`src/rtl/div_pkg.sv`:
```
// Shared widths and FSM state encoding for the 32/16 sequential divider.
package div_pkg;
  localparam int DIVIDEND_W = 32;
  localparam int DIVISOR_W  = 16;
  localparam int CNT_W      = 5;

  typedef enum logic [1:0] {
    IDLE = 2'd0,
    CALC = 2'd1,
    DONE = 2'd2
  } state_t;
endpackage

```
`src/rtl/div_step.sv`:
```
// One restoring-division step: shift the next dividend bit into the partial
// remainder, trial-subtract the divisor, keep or restore, emit quotient bit.
module div_step
  import div_pkg::*;
(
  input  logic [DIVISOR_W-1:0] rem_in,
  input  logic                 bit_in,
  input  logic [DIVISOR_W-1:0] divisor,
  output logic [DIVISOR_W-1:0] rem_out,
  output logic                 q_bit
);
  logic [DIVISOR_W:0]   partial;
  logic [DIVISOR_W+1:0] diff;

  // The 17-bit partial can exceed 0xFFFF when divisor >= 0x8000, so the
  // subtract runs one bit wider and the top bit is the borrow.
  always_comb begin
    partial = {rem_in, bit_in};
    diff    = {1'b0, partial} - {2'b00, divisor};
    q_bit   = ~diff[DIVISOR_W+1];
    rem_out = q_bit ? diff[DIVISOR_W-1:0] : partial[DIVISOR_W-1:0];
  end
endmodule

```
`src/rtl/seq_div32_16.sv`:
```
// Sequential restoring divider, 32-bit dividend / 16-bit divisor, one
// quotient bit per clock MSB first. Define DIV_SIGNED_EN for two's
// complement operands (magnitude divide plus one sign fix-up cycle).
module seq_div32_16
  import div_pkg::*;
(
  input  logic                  clk,
  input  logic                  rst,
  input  logic                  in_valid,
  output logic                  in_ready,
  input  logic [DIVIDEND_W-1:0] dividend,
  input  logic [DIVISOR_W-1:0]  divisor,
  output logic                  out_valid,
  input  logic                  out_ready,
  output logic [DIVIDEND_W-1:0] quotient,
  output logic [DIVISOR_W-1:0]  remainder,
  output logic                  div_zero
);
  state_t                state_q, state_d;
  logic [CNT_W-1:0]      cnt_q, cnt_d;
  logic [DIVIDEND_W-1:0] quo_q, quo_d;   // dividend shifts out, quotient shifts in
  logic [DIVISOR_W-1:0]  rem_q, rem_d;
  logic [DIVISOR_W-1:0]  dsr_q, dsr_d;
  logic                  in_ready_q, in_ready_d;
  logic                  out_valid_q, out_valid_d;
  logic                  dz_q, dz_d;
  logic [DIVISOR_W-1:0]  step_rem;
  logic                  step_bit;
  logic                  accept;
`ifdef DIV_SIGNED_EN
  logic                  fix_q, fix_d;     // last CALC cycle applies signs
  logic                  qneg_q, qneg_d;
  logic                  rneg_q, rneg_d;
`endif

  div_step u_step (
    .rem_in  (rem_q),
    .bit_in  (quo_q[DIVIDEND_W-1]),
    .divisor (dsr_q),
    .rem_out (step_rem),
    .q_bit   (step_bit)
  );

  assign accept = in_valid && in_ready_q;

  // Next-state and datapath update for the IDLE/CALC/DONE sequence.
  always_comb begin
    state_d     = state_q;
    cnt_d       = cnt_q;
    quo_d       = quo_q;
    rem_d       = rem_q;
    dsr_d       = dsr_q;
    out_valid_d = out_valid_q;
    dz_d        = dz_q;
`ifdef DIV_SIGNED_EN
    fix_d       = fix_q;
    qneg_d      = qneg_q;
    rneg_d      = rneg_q;
`endif
    case (state_q)
      IDLE: begin
        if (accept) begin
          cnt_d = '0;
          rem_d = '0;
          dz_d  = 1'b0;
`ifdef DIV_SIGNED_EN
          quo_d  = dividend[DIVIDEND_W-1] ? (~dividend + 32'd1) : dividend;
          dsr_d  = divisor[DIVISOR_W-1]   ? (~divisor + 16'd1)  : divisor;
          qneg_d = dividend[DIVIDEND_W-1] ^ divisor[DIVISOR_W-1];
          rneg_d = dividend[DIVIDEND_W-1];
          fix_d  = 1'b0;
`else
          quo_d = dividend;
          dsr_d = divisor;
`endif
          if (divisor == '0) begin
            state_d     = DONE;
            quo_d       = '1;
            rem_d       = dividend[DIVISOR_W-1:0];
            dz_d        = 1'b1;
            out_valid_d = 1'b1;
          end else begin
            state_d = CALC;
          end
        end
      end
      CALC: begin
`ifdef DIV_SIGNED_EN
        if (fix_q) begin
          quo_d       = qneg_q ? (~quo_q + 32'd1) : quo_q;
          rem_d       = rneg_q ? (~rem_q + 16'd1) : rem_q;
          fix_d       = 1'b0;
          state_d     = DONE;
          out_valid_d = 1'b1;
        end else begin
          quo_d = {quo_q[DIVIDEND_W-2:0], step_bit};
          rem_d = step_rem;
          cnt_d = cnt_q + CNT_W'(1);
          if (&cnt_q) fix_d = 1'b1;
        end
`else
        quo_d = {quo_q[DIVIDEND_W-2:0], step_bit};
        rem_d = step_rem;
        cnt_d = cnt_q + CNT_W'(1);
        if (&cnt_q) begin
          state_d     = DONE;
          out_valid_d = 1'b1;
        end
`endif
      end
      DONE: begin
        if (out_ready) begin
          state_d     = IDLE;
          out_valid_d = 1'b0;
        end
      end
      default: state_d = IDLE;
    endcase
    in_ready_d = (state_d == IDLE);
  end

  // State and registered outputs; reset aborts any operation in flight.
  always_ff @(posedge clk or posedge rst) begin
    if (rst) begin
      state_q     <= IDLE;
      cnt_q       <= '0;
      quo_q       <= '0;
      rem_q       <= '0;
      dsr_q       <= '0;
      in_ready_q  <= 1'b1;
      out_valid_q <= 1'b0;
      dz_q        <= 1'b0;
`ifdef DIV_SIGNED_EN
      fix_q       <= 1'b0;
      qneg_q      <= 1'b0;
      rneg_q      <= 1'b0;
`endif
    end else begin
      state_q     <= state_d;
      cnt_q       <= cnt_d;
      quo_q       <= quo_d;
      rem_q       <= rem_d;
      dsr_q       <= dsr_d;
      in_ready_q  <= in_ready_d;
      out_valid_q <= out_valid_d;
      dz_q        <= dz_d;
`ifdef DIV_SIGNED_EN
      fix_q       <= fix_d;
      qneg_q      <= qneg_d;
      rneg_q      <= rneg_d;
`endif
    end
  end

  assign in_ready  = in_ready_q;
  assign out_valid = out_valid_q;
  assign quotient  = quo_q;
  assign remainder = rem_q;
  assign div_zero  = dz_q;
endmodule

```
`config.mk`:
```
export PLATFORM = sky130hd
export DESIGN_NAME = seq_div32_16
export DESIGN_NICKNAME = d
export VERILOG_FILES = /design/src/rtl/div_pkg.sv /design/src/rtl/div_step.sv /design/src/rtl/seq_div32_16.sv
export SDC_FILE = /design/constraint.sdc
export NUM_CORES = 1
export LEC_CHECK = 0
export ABC_AREA = 1
export CAP_MARGIN = 10
export CORE_MARGIN = 4
export CORE_UTILIZATION = 51
export CTS_CLUSTER_DIAMETER = 80
export DETAILED_ROUTE_END_ITERATION = 10
export GPL_TIMING_DRIVEN = 0
export PLACE_DENSITY = 0.82
export SYNTH_ARGS = -nofsm -noshare
export SYNTH_HDL_FRONTEND = slang
export SYNTH_SLANG_ARGS = --single-unit
```
`constraint.sdc`:
```
create_clock -name clk -period 2.8 [get_ports clk]
set_input_delay 0.28 -clock clk [delete_from_list [all_inputs] [get_ports clk]]
set_output_delay 0.28 -clock clk [all_outputs]
set_load 0.03 [all_outputs]
```
### Register map, names as in the netlist, run 1

Scale: 4 px per um.
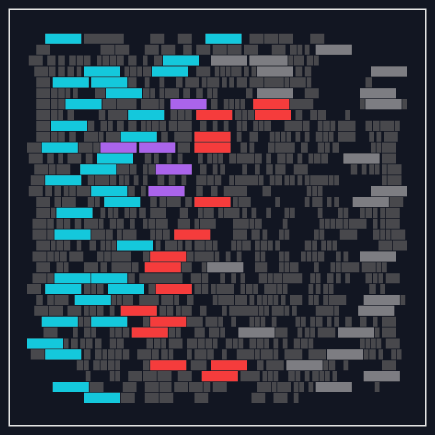
Purple is cnt_q, flops 5. Red is remainder, flops 16. Cyan is quotient, flops 32, where a column on the left.

### Cells by drive strength, run 1

Scale: 4 px per um.
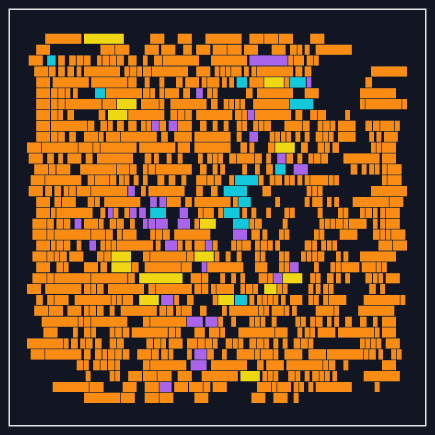
Orange is drive 1 or less, cells 697, share 92%. Cyan is drive 3 to 4, cells 13, share 1.7%. Yellow is drive 6 and up, cells 15, share 2.0%. Purple is drive 2, cells 34, share 4.5%.
layout overhead on the synthesized area: 29.70%
Final Instance Area: 6066 um^2
crit path setup slack, layout: 643.1 ps
Plain + repair buffers: 131

==> reports/metrics.sh, run 1 <==
CP_NUM_BUF_INV=2
ASYNC_FLOP_SHARE=1.000
GRT_PASS1_VIAS=4789
DETAIL_ROUTE.FIRST_PASS.ITERATIONS=5
SYNTHFLOPTYPE='dfrtp_1'
SYN-NUM-NETS=711
TIMING.FINAL.CRIT_SHARE=0.7703
FINAL_HOLD_VIOL_COUNT=0
UTILIZATION=0.6888
CTS.REPAIR_TIMING.SETUP_BUFFER_COUNT=0
SYNTH.LARGEST_AREA_CELL='dfrtp_1'
POST_SYNTH_INSTANCE_AREA_UM2=4677
WORST_PATH_MAX_DELAY_CELL='fa_1'
TOP_CELL_AREA_SHARE=0.3906
CRIT_REQUIRED_PS=3050
LIST_OF_MOST_FREQUENT_POST_SYNTHESIS_CELLS='nand2_1 (157), inv_1 (76), dfrtp_1 (73)'
OVERALL_POWER_OF_THE_COMPLETED_LAYOUT_mW=9.227
NFILLCELLS=771
SETUP_VIOL=0
CTS.CLK_SLEW.WORST_PATHS_PS=90
DPL.HPWL_UM=10890
ROUTEDWLPERCELL_UM=16.15
AREA.SEQUENTIAL_UM2=1853
VDD.IR_DROP.WORST_mV=0.7517
STATUS='complete, no violations'
YS_TYPES=42
SYNTH_FLOPS=74
ROUTE.FINAL.WIRE_LENGTH_UM=14000
SYNTHESIS.AREA_PER_INSTANCE_UM2=7.308
TIMING.FINAL.CRIT_PERIOD_PS=2157
MAXSLEWHEADROOM=0.6163
POWER_LEAKAGE_nW=2.832
FP.DIEW_UM=103.8
LOG.WARNING_COUNT=26
GRT_ANTENNA_BEFORE_REPAIR=0
INITIAL_UTILIZATION=0.5311
TIMING.MAX_CAP.VIOLATIONS=0
COMB_AREA_UM2=2380
DELAY_OF_THE_SLOWEST_CELL_ON_THE_WORST_PATH_PS=440
DIE_H_UM=103.8
ANTENNA_CELLS_INSERTED=0
CRITICAL-PATH-TOP-DELAY-FAMILY='simple AND/OR/NAND/NOR gates'
DETAIL_ROUTE.DRC_VIOLATIONS=0
SYNTHMOSTINSTANTIATEDCELL='nand2_1'
DRIVE_GT1_FRAC=0.08169
WORSTHOLDPATHTYPE='in -> async'
WORST-PATH-MAX-FANOUT=4
NUM_IO_PINS=103
CTS-HTREE-LEVELS=3
PRE_CTS_WS_PS=539.8
NNETSFINAL=825
POWER.DENSITY_nW_PER_UM2=1521
FINAL_REPORT_MAX_SLEW_VIOLATION_COUNT=0
CLOCK.LATENCY.LATE_PIN_PS=370
ROUTABILITYCONGESTION=0.8302
FIRST_PASS_GRT_WIRE_LENGTH_UM=22920
SYNTH.YOSYS.WARNINGS=0
GLOBALROUTETOTALUTIL=0.2603
ROUTE.VIAS.TOTAL=4696
CLK_PATH_BUF_DEPTH=2
SEQUENTIAL_FRACTION_OF_THE_SYNTHESIS_AREA=0.3962
POST_CTS.RESIZED_INSTANCES=0
FINAL_ANTENNA_NET_COUNT=0
MAXCLOCKFREQUENCY_MHz=463.6
CTS_SINKS=74
ROUTED_VIA_DENSITY=5.416
WORST-SLEW-PIN-TRANSITION_PS=573.6
START_KIND='flip-flop'
SYNTH_STAT.CELLS=640
STD_CELL_ROWS=34
SKEW_PS=8.775
PLACED_AREA_UM2=5863
TRITONCTS='built'
CTS_INSERTED_BUFFERS=9
GLOBALROUTEOVERFLOWTOTAL=0
AREA_LEADERS='dfrtp_1 (39%), nand2_1 (13%), o21ai_0 (7.5%)'
CTSHOLDBUFFERS=0
PORT-BUFFER-COUNT=102
CRITICAL_PATH.CELL_CHAIN='inv_1 > ha_1 > inv_1 > fa_1 > nand3_1 > nand3_1 > nand3_1 > nand3_1 > nand2_1 > nand3_1 > nand2_1 > a21oi_1'
EDF_COUNT=0
TIMING_WORST_SETUP_PATH_TYPE='reg -> reg'
CRITPATHMOSTFREQUENTCELL='nand3_1'
DIE_AREA_UM2=10770
SYNTHESIS.INSTANCES=640
RSZ0062_AT_GRT='no'
DRT_ITER0_DRC=268
SYNTHESIZED_CHIP_AREA_REPORTED_BY_YOSYS_UM2=4677
MAXIMUM_NUMBER_OF_PINS_ON_ONE_NET_BEFORE_GLOBAL_ROUTE_REPAIR=45
LIBRARY_CELL_USED_AS_CLOCK_ROOT_BUFFER='clkbuf_8'
WORST_EP_ARRIVAL_PS=2410
### Placed standard cells, run 1

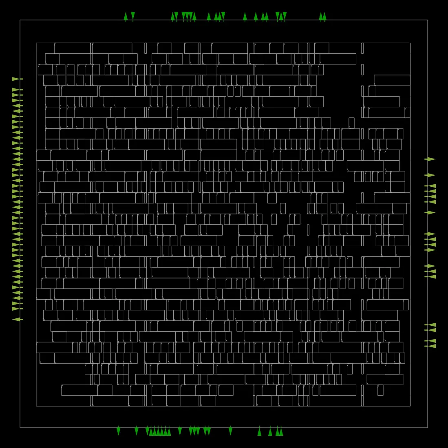
fraction of area in registers: 0.3055
Core Box Area: 8806 um^2

### Cell classes on the final placement, run 1

Scale: 4 px per um.
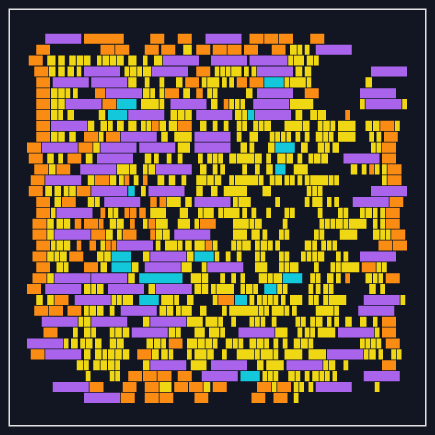
Cyan is clock drivers and dummy loads, cells 16, share of their area 3.4%. Purple is flip-flops, cells 74, share of their area 31%. Yellow is all other logic, cells 538, share of their area 45%. Orange is other buffers and delay cells, cells 131, share of their area 20%.

[run 1: metal layers]
layer	track usage	share of wire	wire, um
met5	0	0	0
met4	0.08832	0.014	202
met3	0.05597	0.068	959
met2	0.4556	0.49	6919
met1	0.3186	0.42	5920
[run 1: power breakdown]
part / switching, mW / leakage (nW) / total [mW] / internal [mW]
sequential: 0.449 / 0.886 / 2.08 / 1.63
clock: 0.450 / 0.103 / 0.888 / 0.438
combinational: 3.86 / 1.84 / 6.26 / 2.40
[run 1: per-stage QoR]
stage / setup TNS, ps / std cells / hold slack (ps)
after floorplan: 0 / 640 / 396.6
after global placement: -44080 / 850 / 458.4
after detailed placement: 0 / 851 / 469.2
after CTS: 0 / 867 / 276.1
after global routing: 0 / 867 / 298.7
final: 0 / 867 / 261.0
[run 1: cells in the final DEF, fill, tap and decap left out, types with 2 or more instances in the layout]
cell	instances
a21oi_1	34
a21oi_2	7
a22o_1	2
a31oi_1	4
and2_1	2
buf_2	9
buf_4	2
buf_6	2
clkbuf_1	13
clkbuf_8	10
clkdlybuf4s50_1	102
clkinv_2	2
dfrtp_1	73
ha_1	18
inv_1	75
inv_2	4
nand2_1	157
nand2_2	3
nand2_4	2
nand3_1	38
nand3_2	2
nand3b_1	10
nand3b_2	2
nand4_1	3
nor2_1	49
nor2_2	2
nor2_4	2
nor3_1	17
nor3_4	2
o211ai_1	3
o21ai_0	70
o21ai_1	15
o22ai_1	2
xnor2_1	4
[run 1: final cells by class]
class                      count  area share
inverter                      81     0.05054
clock inverter                 6     0.01073
tap                          108     0.02228
multi-input combinational    457      0.3923
timing repair buffer         103      0.1729
sequential                    74      0.3055
buffer                        28     0.02310
clock buffer                  10     0.02269
[run 1: worst register-to-register path, delay by kind of cell, from the launching register on]
kind / cells / cell delay [ps]
AOI/OAI and AO/OA: 1 / 60
DFF: 1 / 390
and+or+nand+nor: 7 / 770
adders and majority gates: 2 / 610
buffers and inverters: 2 / 210
[run 1: registers in the layout, summed over array words and instances, names as in the netlist]
signal     cells
div_zero       1
cnt_q          5
remainder     16
in_ready       1
out_valid      1
state_q        2
quotient      32
dsr_q         16
[run 1: cells by family (layout without fill, tap and decap cells)]
family	after synthesis	count (layout)	synth area share
buffers and inverters	109	228	0.09497
AND-OR/OR-AND	140	140	0.1645
flip-flops	74	74	0.3962
AND/OR/NAND/NOR	293	293	0.2825
XOR/XNOR	5	5	0.009363
adder cells (fa/ha/maj)	19	19	0.05244
[run 1: path summary, 6_finish.rpt]
path,slack (ps),cells past startpoint,end,start
max in group asynchronous,1960,3,dsr_q[3]$_DFFE_PP0P_,rst
min,260,2,quotient[28]$_DFFE_PP0P_,rst
min in group clk,490,2,div_zero$_DFFE_PP0P_,div_zero$_DFFE_PP0P_
min reg2reg,490,2,div_zero$_DFFE_PP0P_,div_zero$_DFFE_PP0P_
max,640,12,remainder[12]$_DFFE_PP0P_,quotient[31]$_DFFE_PP0P_
max reg2reg,640,12,remainder[12]$_DFFE_PP0P_,quotient[31]$_DFFE_PP0P_
==> run 2: changes to the inputs <==
- clock period: 2.8 -> 2.1 ns (I/O delays scaled with it)
### Met3 routing, run 2

Scale: 3 px per um.
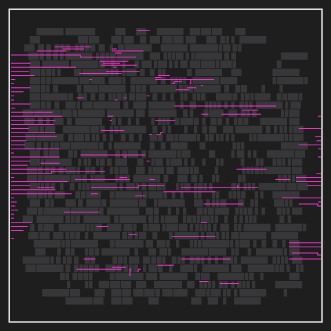
The layer holds 6.6% of the routed length. The wires run mostly horizontal. The layer carries 943 um of wire. 109 nets have wire on it. The longest straight run is 33.6 um.

### Cells by drive strength, run 2

Scale: 4 px per um.
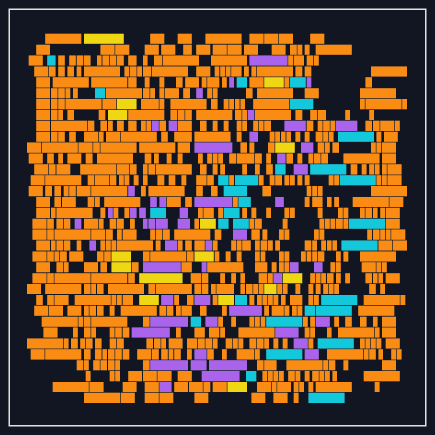
Purple is drive 2, cells 53, share 6.9%. Cyan is drive 3 to 4, cells 29, share 3.8%. Yellow is drive 6 and up, cells 15, share 2.0%. Orange is drive 1 or less, cells 667, share 87%.

### Placed standard cells, run 2

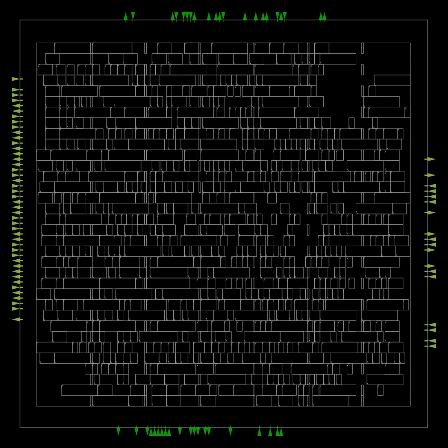
count of filler cells inserted in the layout: 734
fraction of area in registers: 0.2962
final non-filler cell total: 872
count of sequential standard cells: 74
Placement Rows: 34

==> reports/metrics.sh, run 2 <==
STATUS='complete, no violations'
START_KIND='flip-flop'
LAYOUT_TOP_CELL='nand2_1'
DIE_AREA_UM2=10770  # unchanged
WORSTHOLDPATHTYPE='in -> async'
INITIAL_UTILIZATION=0.5311  # unchanged
TOP_CELL_AREA_SHARE=0.3906  # unchanged
CRIT_REQUIRED_PS=2360  # -690 ps
TIMING.FINAL.CRIT_PERIOD_PS=1979  # -178.0 ps
CLK_PATH_BUF_DEPTH=2  # unchanged
FINAL_HOLD_VIOL_COUNT=0  # unchanged
TIMING.MAX_CAP.VIOLATIONS=0  # unchanged
EDF_COUNT=0  # unchanged
NNETSFINAL=830  # +0.61%
ROUTEDWLPERCELL_UM=16.46  # +1.9%
TRITONCTS='built'
RR_WORST_DEPTH=10  # -2
ANTENNA_CELLS_INSERTED=0  # unchanged
WORST_R2R_ENDPOINT='remainder[7]$_DFFE_PP0P_'
SYNTHFLOPTYPE='dfrtp_1'
DIE_H_UM=103.8  # unchanged
MAXCLOCKFREQUENCY_MHz=505.3  # +9.0%
WORST-PATH-MAX-FANOUT=10  # +6
YS_TYPES=42  # unchanged
LOG.WARNING_COUNT=27  # +3.8%
TIMING.FINAL.CRIT_SHARE=0.9423  # +0.1720
CP_NUM_BUF_INV=1  # -1
DESIGN.CORE.AREA_UM2=8806  # unchanged
NUMPLACEDINSTANCES=851  # unchanged
MAXIMUM_NUMBER_OF_PINS_ON_ONE_NET_BEFORE_GLOBAL_ROUTE_REPAIR=45  # unchanged
ROUTE.FINAL.WIRE_LENGTH_UM=14350  # +2.5%
SETUP_VIOL=0  # unchanged
SYNTHESIS.INSTANCES=640  # unchanged
NUM_IO_PINS=103  # unchanged
SYNTHESIS.AREA_PER_INSTANCE_UM2=7.308  # unchanged
FINALHOLDWORSTSLACK_PS=189.6  # -71.31 ps
CRIT-REG2REG-LAUNCH='remainder[12]$_DFFE_PP0P_'
AREAGROWTHSYNTHTOFINISH_PCT=34.48
FIRST_PASS_GRT_WIRE_LENGTH_UM=22930  # about the same
CTS.CLK_SLEW.WORST_PATHS_PS=90  # about the same
DELAY_OF_THE_SLOWEST_CELL_ON_THE_WORST_PATH_PS=440  # about the same
SYNTH.LARGEST_AREA_CELL='dfrtp_1'
ROUTABILITYCONGESTION=0.8302  # unchanged
CLOCK.LATENCY.LATE_PIN_PS=370  # about the same
SYNTH_FLOPS=74  # unchanged
R2R_SLACK_PS=120  # -520 ps
CRITICAL_PATH.CELL_CHAIN='ha_2 > nand2_2 > nor3_4 > and2_4 > nand2_4 > nand2_4 > buf_6 > nand2_1 > nand3_1 > a21oi_2'
CTS_INSERTED_BUFFERS=9  # unchanged
DETAIL_ROUTE.DRC_VIOLATIONS=0  # unchanged
SEQUENTIAL_FRACTION_OF_THE_SYNTHESIS_AREA=0.3962  # unchanged
MAXSLEWHEADROOM=0.6163  # about the same
VDD.IR_DROP.WORST_mV=1.015  # +35%
SYNTH.YOSYS.WARNINGS=0  # unchanged
DRT_ITER0_DRC=326  # +22%
WORST-SLEW-PIN-TRANSITION_PS=573.7  # +0.06467 ps
GLOBALROUTEOVERFLOWTOTAL=0  # unchanged
POST_SYNTH_INSTANCE_AREA_UM2=4677  # unchanged
CTS-HTREE-LEVELS=3  # unchanged
AREA_LEADERS='dfrtp_1 (39%), nand2_1 (13%), o21ai_0 (7.5%)'
FINAL_ANTENNA_NET_COUNT=0  # unchanged
CTS_SINKS=74  # unchanged
DETAIL_ROUTE.FIRST_PASS.ITERATIONS=6  # +1
PORT-BUFFER-COUNT=102  # unchanged
SYNTH_STAT.CELLS=640  # unchanged
STARTPOINT='remainder[12]$_DFFE_PP0P_'
CRITPATHMOSTFREQUENTCELL='nand2_4'
SKEW_PS=7.935  # -0.8398 ps
FINAL_REPORT_MAX_SLEW_VIOLATION_COUNT=0  # unchanged
FP.DIEW_UM=103.8  # unchanged
CRITICAL-PATH-TOP-DELAY-FAMILY='simple AND/OR/NAND/NOR gates'
ASYNC_FLOP_SHARE=1.000  # unchanged
LARGEST_REGISTER_FFS=32  # unchanged
GLOBALROUTETOTALUTIL=0.2603  # unchanged
-- run 2: metrics by stage --
| step | area [um^2] | util | setup TNS, ps | power [mW] | setup slack, ps |
|---|---|---|---|---|---|
| floorplan | 4677 | - | 0 | 8.506 | 10.03 |
| global placement | 5833 | 0.6624 | -90750 | 10.82 | -1239 |
| detailed placement | 5863 | 0.6658 | -1464 | 11.04 | -90.17 |
| CTS | 6068 | 0.6891 | 0 | 12.28 | 35.36 |
| global route | 6290 | 0.7143 | -83.75 | 14.09 | -23.20 |
| finish | 6290 | 0.7143 | 0 | 13.01 | 121.1 |
-- run 2: per-layer routing --
layer	vias to the layer above	wire, um	global-route usage	share of wire
li1	2326	-	-	-
met2	183	7187	0.4561	0.50
met3	25	942	0.05597	0.066
met4	0	257	0.08832	0.018
met1	2253	5961	0.3182	0.42
met5	-	0	0	0
-- run 2: worst min-delay path by stage --
| stage | from | end | cells past startpoint |
|---|---|---|---|
| 2_1_floorplan | divisor[0] | dsr_q[0]$_DFFE_PP0P_ | 2 |
| 3_3_place_gp | cnt_q[3]$_DFFE_PP0P_ | cnt_q[3]$_DFFE_PP0P_ | 1 |
| 3_5_place_dp | div_zero$_DFFE_PP0P_ | div_zero$_DFFE_PP0P_ | 2 |
| 4_1_cts | rst | quotient[28]$_DFFE_PP0P_ | 2 |
| 5_1_grt | rst | quotient[28]$_DFFE_PP0P_ | 2 |
| 6_report | rst | quotient[28]$_DFFE_PP0P_ | 2 |
-- run 2: logic make-up (layout without fill, tap and decap cells) --
kind of cell | count (synthesis) | in the layout | synth area share
buf+inv | 109 | 233 | 0.09497
flops | 74 | 74 | 0.3962
fa+ha+maj | 19 | 19 | 0.05244
simple gates | 293 | 293 | 0.2825
xor+xnor | 5 | 5 | 0.009363
compound gates | 140 | 140 | 0.1645
-- run 2: report_power, final --
part | leakage, nW | switching [mW] | internal [mW]
sequential | 0.878 | 0.657 | 2.20
clock | 0.103 | 0.610 | 0.584
combinational | 1.88 | 5.30 | 3.67
total | 2.86 | 6.57 | 6.45
-- run 2: cell type report --
type	instances	area, um^2
plain buffers	28	140.1
clock buffers	10	137.6
clock inverters	6	65.06
fillers	734	2516
inverters	81	306.5
multi-input cells	457	2556
flip-flops and latches	74	1863
well taps	108	135.1
repair buffers	108	1086
-- run 2: timing repair --
action / CTS / global route
setup endpoints to repair: 2 / 14
pin swaps: 0 / 2
gates resized: 1 / 31
setup buffers: 0 / 5
hold endpoints to repair: 0 / 0
gates cloned: 0 / 0
No activity file was given, so power comes from the tool's default toggle rates.
